Fig. 1: clock routing
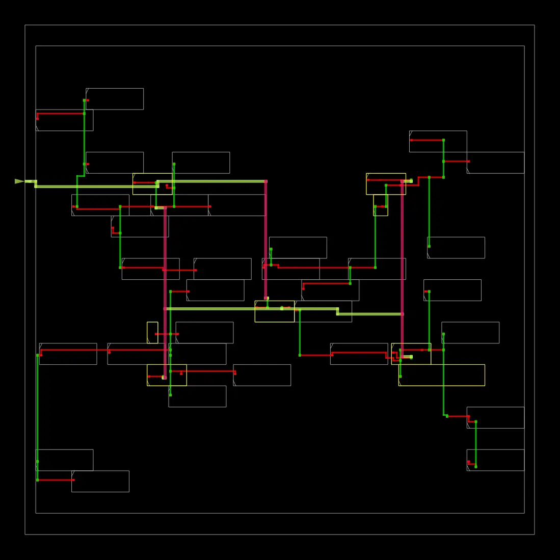
Fig. 2: power grid
Pins as bars on the die edge.
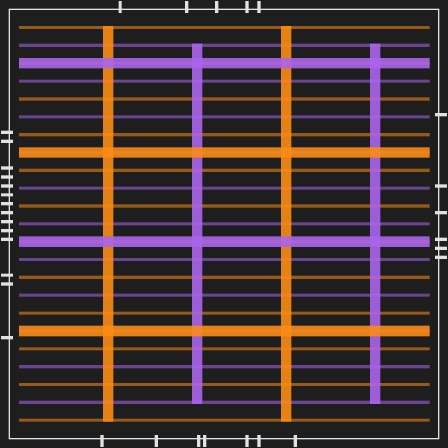
[src/rtl/complex_accum_sat_pkg.sv]
// Shared fixed-point definitions for the complex accumulator: FSM encodings
// and the Q-format range helpers used when narrowing the accumulator.
package complex_accum_sat_pkg;

    typedef enum logic {
        ST_ACCUM = 1'b0,
        ST_HOLD  = 1'b1
    } state_t;

    function automatic int q_max(input int width);
        return (1 << (width - 1)) - 1;
    endfunction

    function automatic int q_min(input int width);
        return -(1 << (width - 1));
    endfunction

endpackage

[src/rtl/complex_accum_sat_narrow.sv]
// fx_narrow: reduces a guard-extended sum to WIDTH bits and flags out-of-range values.
// Wraps by default; COMPLEX_ACCUM_SATURATE_EN clamps to the Q-format limits instead.
module fx_narrow
    import complex_accum_sat_pkg::*;
#(
    parameter int AW    = 8,
    parameter int WIDTH = 6
)
(
    input  logic signed [AW-1:0]    sum,
    output logic signed [WIDTH-1:0] result,
    output logic                    ovf
);

    localparam logic signed [AW-1:0] MAX_AW = AW'(q_max(WIDTH));
    localparam logic signed [AW-1:0] MIN_AW = AW'(q_min(WIDTH));

    always_comb begin
        ovf    = (sum > MAX_AW) || (sum < MIN_AW);
        result = sum[WIDTH-1:0];
`ifdef COMPLEX_ACCUM_SATURATE_EN
        if (ovf) begin
            result = sum[AW-1] ? MIN_AW[WIDTH-1:0] : MAX_AW[WIDTH-1:0];
        end
`endif
    end

endmodule

[src/rtl/complex_accum_sat.sv]
// Streaming complex accumulator: sums NTAPS samples per frame and holds the
// narrowed result until taken. COMPLEX_ACCUM_SATURATE_EN selects clamping over wrap.
module complex_accum_sat
    import complex_accum_sat_pkg::*;
#(
    parameter int QI    = 3,
    parameter int QF    = 3,
    parameter int NTAPS = 3,
    parameter int GUARD = $clog2(NTAPS)
)
(
    input  logic                     clk,
    input  logic                     rst_n,
    input  logic                     clr,
    input  logic                     in_valid,
    output logic                     in_ready,
    input  logic signed [QI+QF-1:0]  in_re,
    input  logic signed [QI+QF-1:0]  in_im,
    output logic                     out_valid,
    input  logic                     out_ready,
    output logic signed [QI+QF-1:0]  out_re,
    output logic signed [QI+QF-1:0]  out_im,
    output logic                     overflow
);

    localparam int WIDTH = QI + QF;
    localparam int AW    = WIDTH + GUARD;
    localparam int CW    = $clog2(NTAPS);
    localparam logic [CW-1:0] LAST_CNT = CW'(NTAPS - 1);

    state_t                  state_reg, state_next;
    logic signed [AW-1:0]    acc_re_reg, acc_im_reg;
    logic signed [AW-1:0]    sum_re, sum_im;
    logic [CW-1:0]           cnt_reg;
    logic signed [WIDTH-1:0] nar_re, nar_im;
    logic signed [WIDTH-1:0] out_re_reg, out_im_reg;
    logic                    overflow_reg;
    logic                    ovf_re, ovf_im;
    logic                    accept, last;

    assign accept = in_valid && in_ready;
    assign last   = accept && (cnt_reg == LAST_CNT);
    // The sum includes the incoming sample so the final result is narrowed in the accept cycle.
    assign sum_re = acc_re_reg + {{GUARD{in_re[WIDTH-1]}}, in_re};
    assign sum_im = acc_im_reg + {{GUARD{in_im[WIDTH-1]}}, in_im};

    fx_narrow #(.AW(AW), .WIDTH(WIDTH)) u_narrow_re (
        .sum    (sum_re),
        .result (nar_re),
        .ovf    (ovf_re)
    );

    fx_narrow #(.AW(AW), .WIDTH(WIDTH)) u_narrow_im (
        .sum    (sum_im),
        .result (nar_im),
        .ovf    (ovf_im)
    );

    always_ff @(posedge clk) begin
        if (!rst_n) begin
            state_reg    <= ST_ACCUM;
            acc_re_reg   <= '0;
            acc_im_reg   <= '0;
            cnt_reg      <= '0;
            out_re_reg   <= '0;
            out_im_reg   <= '0;
            overflow_reg <= 1'b0;
        end else begin
            state_reg <= state_next;
            if (clr || last) begin
                acc_re_reg <= '0;
                acc_im_reg <= '0;
                cnt_reg    <= '0;
            end else if (accept) begin
                acc_re_reg <= sum_re;
                acc_im_reg <= sum_im;
                cnt_reg    <= cnt_reg + CW'(1);
            end
            if (last && !clr) begin
                out_re_reg   <= nar_re;
                out_im_reg   <= nar_im;
                overflow_reg <= ovf_re | ovf_im;
            end
        end
    end

    always_comb begin
        state_next = state_reg;
        case (state_reg)
            ST_ACCUM: if (last && !clr)        state_next = ST_HOLD;
            ST_HOLD:  if (clr || out_ready)    state_next = ST_ACCUM;
            default:                           state_next = ST_ACCUM;
        endcase
    end

    always_comb begin
        in_ready  = (state_reg == ST_ACCUM);
        out_valid = (state_reg == ST_HOLD);
        out_re    = out_re_reg;
        out_im    = out_im_reg;
        overflow  = overflow_reg;
    end

endmodule
[config.mk]
export PLATFORM = sky130hd
export DESIGN_NAME = complex_accum_sat
export DESIGN_NICKNAME = d
export VERILOG_FILES = /design/src/rtl/complex_accum_sat_pkg.sv /design/src/rtl/complex_accum_sat_narrow.sv /design/src/rtl/complex_accum_sat.sv
export SDC_FILE = /design/constraint.sdc
export NUM_CORES = 1
export LEC_CHECK = 0
export ABC_AREA = 1
export CAP_MARGIN = 10
export CORE_UTILIZATION = 50
export DETAILED_ROUTE_END_ITERATION = 12
export PLACE_DENSITY = 0.75
export SETUP_SLACK_MARGIN = 0.15
export SYNTH_ARGS = -nofsm -noshare
export SYNTH_HDL_FRONTEND = slang
export SYNTH_SLANG_ARGS = --single-unit
export TNS_END_PERCENT = 1
[constraint.sdc]
create_clock -name clk -period 3.39 [get_ports clk]
set_clock_uncertainty 0.1 [all_clocks]
set_input_delay 0.339 -clock clk [delete_from_list [all_inputs] [get_ports clk]]
set_output_delay 0.339 -clock clk [all_outputs]
set_load 0.005 [all_outputs]
==> run summary <==
run status - finished clean
Ports - 32
top cells by area, synth - sky130_fd_sc_hd__dfxtp_1 32%, sky130_fd_sc_hd__nand2_1 15%, sky130_fd_sc_hd__inv_1 9.6%
final tally of setup violations - 0
element type at the critical path end - flip-flop
Remaining Overflow, GRT - 0
vias in the first global route - 1716
r2r worst-path depth - 15
total chip power - 922 uW
CP Capture Point - overflow$_SDFFE_PN0P_
Floorplan Core Area - 0.00374 mm^2
number of levels in the clock H-tree - 2
via count - 1813
post-synthesis average cell area - 6.64 um^2
final hold slack - 367 ps
pin count of the biggest net entering global routing - 25
Inserted Diodes - 0
number of buffer and inverter stages on the critical path - 4
core occupancy in the finished layout - 0.657
register share after synthesis - 0.320
post-synthesis sequential element count - 32
Post-Layout Inst Area - 0.00246 mm^2
total routing resource utilization after global routing - 0.221
R2R Path Start - acc_re_reg[0]$_SDFFE_PP0P_
number of nets at floorplan - 335
static leakage - 0.00132 uW
clock tree from TritonCTS - built
Required @ worst endpoint - 3470 ps
cell type with the largest total area - sky130_fd_sc_hd__dfxtp_1
register area - 641 um^2
initial antenna violation count - 0
final net count - 368
DRC Markers - 0
final max-slew violation count - 0
crit path max fanout - 3
data arrival time of the critical path - 2320 ps
weighted congestion at the end of routability-driven global placement - 0.775
fraction of final layout cells with drive strength greater than 1 - 0.0657
most instantiated logic cell after routing - sky130_fd_sc_hd__nand2_1
element type at the critical path start - input port
count of hold buffers inserted by post-cts repair - 0
CTS Sinks - 32
buffers added on ports - 31
Post-DP HPWL - 3110 um
number of warnings reported in the yosys synthesis log - 0
floorplan core density - 0.534
final routed wire length divided by cell count - 10.8 um
clk buf depth - 2
Crit. path cell count - 16
overall chip area - 0.00426 mm^2
Final Hold Fails - 0
residual antenna-violating net count after detailed routing - 0
accumulated negative setup slack - 0 ps
total wirelength of the detailed-routed design - 4150 um
unrepaired setup endpoints after global routing - false
setup fix buffers added after clock tree synthesis - 0
standard-cell rows - 22
power density over the cells - 375 mW/mm^2
first-pass GRT wire length - 7330 um
Top cells excl fill/tap - 81 x sky130_fd_sc_hd__nand2_1, 51 x sky130_fd_sc_hd__inv_1, 32 x sky130_fd_sc_hd__dfxtp_1, 31 x sky130_fd_sc_hd__clkdlybuf4s50_1, 29 x sky130_fd_sc_hd__nor2_1
library cells used by synthesis - 24
Gate Area - 0.00113 mm^2
chip area estimate from yosys synthesis - 0.00200 mm^2
x dimension of the die - 65.2 um
number of warning messages in the logs - 26
final cycle utilization of the critical path - 0.660
Dominant cell area share - 0.320
cell count listed in synth_stat.txt - 301
worst hold path class - flip-flop to flip-flop
endpoint of the worst hold path - acc_re_reg[0]$_SDFFE_PP0P_
critical path class - input port to flip-flop
transition at the pin with the smallest max-transition slack - 393 ps
Min-Delay Startpoint - acc_re_reg[0]$_SDFFE_PP0P_
largest incremental delay on the critical path - 460 ps
number of detailed-routing iterations run before antenna repair - 4
clock root buffer - sky130_fd_sc_hd__clkbuf_8
worst slew margin relative to its limit - 0.738
number of fill cells - 357
detail-routed via count per cell - 4.73
mapped cell area - 0.00200 mm^2
Max Clock Freq - 447 MHz
startpoint of the worst setup timing path - in_re[0]
Final Critical Period - 2240 ps
endpoint of the worst-slack reg-to-reg timing path - overflow$_SDFFE_PN0P_
family with the most delay on the worst path - simple AND/OR/NAND/NOR gates
cell mode on critical path - sky130_fd_sc_hd__nand2_1
critical path, cell by cell - clkdlybuf4s50_1 -> ha_1 -> inv_1 -> fa_1 -> inv_1 -> nand2_1 -> nand2_1 -> nand3_1 -> nand2_1 -> nand2_1 -> nand2_1 -> nand3_1 -> nand2_1 -> inv_1 -> nor2_1 -> nor2_1
About Fig. 1:
number of buffers created by CTS: 5
clock group power: 358 uW
final-layout clock buffer total: 6

About Fig. 2:
purple -> VDD
orange -> VSS
met4 straps = 4
met1 rails = 23
met5 straps = 4
floorplan die height: 65.2 um
Max IR drop VDD: 0.000305 V

-- stage by stage --
stage	setup WS [ps]	instances
after floorplan	1520	301
after global placement	919	375
after detailed placement	882	375
after CTS	1150	383
after global routing	977	383
final	1150	383
-- synth_stat cells --
cell / n
sky130_fd_sc_hd__inv_1: 51
sky130_fd_sc_hd__or2_2: 3
sky130_fd_sc_hd__nor3_1: 1
sky130_fd_sc_hd__nand2_2: 4
sky130_fd_sc_hd__fa_1: 2
sky130_fd_sc_hd__inv_2: 2
sky130_fd_sc_hd__nor2_2: 1
sky130_fd_sc_hd__o21ai_0: 17
sky130_fd_sc_hd__buf_4: 1
sky130_fd_sc_hd__ha_1: 15
sky130_fd_sc_hd__nand3_1: 18
sky130_fd_sc_hd__dfxtp_1: 32
sky130_fd_sc_hd__xnor2_1: 4
sky130_fd_sc_hd__o211ai_1: 8
sky130_fd_sc_hd__nand4_1: 3
sky130_fd_sc_hd__or2_1: 2
sky130_fd_sc_hd__buf_2: 2
sky130_fd_sc_hd__xor2_1: 3
sky130_fd_sc_hd__a21oi_2: 1
sky130_fd_sc_hd__nand3_2: 2
sky130_fd_sc_hd__a21oi_1: 15
sky130_fd_sc_hd__nor2_1: 29
sky130_fd_sc_hd__nand2_1: 81
sky130_fd_sc_hd__clkbuf_1: 4
-- worst register-to-register path, stage by stage, from the launching register on --
cell and delay, ps:
sky130_fd_sc_hd__dfxtp_1 330, sky130_fd_sc_hd__ha_1 190, sky130_fd_sc_hd__inv_1 60, sky130_fd_sc_hd__fa_1 400
sky130_fd_sc_hd__inv_1 70, sky130_fd_sc_hd__nand2_1 40, sky130_fd_sc_hd__nand2_1 80, sky130_fd_sc_hd__nand3_1 120
sky130_fd_sc_hd__nand2_1 100, sky130_fd_sc_hd__nand2_1 50, sky130_fd_sc_hd__nand2_1 80, sky130_fd_sc_hd__nand3_1 80
sky130_fd_sc_hd__nand2_1 70, sky130_fd_sc_hd__inv_1 40, sky130_fd_sc_hd__nor2_1 90, sky130_fd_sc_hd__nor2_1 40
-- layout make-up --
type,count,share of cell area
inverters,53,0.0809
repair buffers,33,0.132
flip-flops and latches,32,0.260
clock inverters,2,0.0142
multi-input cells,209,0.458
well taps,48,0.0244
clock buffers,6,0.0295
-- cells by family after synthesis --
group                      synth area share
DFF                                   0.320
xor gates and xnor gates             0.0307
and+or+nand+nor                       0.305
buffers and inverters                 0.116
adders and majority gates             0.114
AOI/OAI and AO/OA                     0.115
-- metal layers --
metal  routed length, um  GRT usage
met5                   0          0
met3                 136     0.0417
met4                  59     0.0734
met2                1840      0.365
met1                2120      0.288
-- power by group --
group / internal, uW / switching, uW / leakage (uW)
clock: 218 / 140 / 0.0000552
combinational: 73.0 / 98.3 / 0.00100
sequential: 387 / 6.38 / 0.000260
total: 677 / 245 / 0.00132
No activity file was given, so power comes from the tool's default toggle rates.
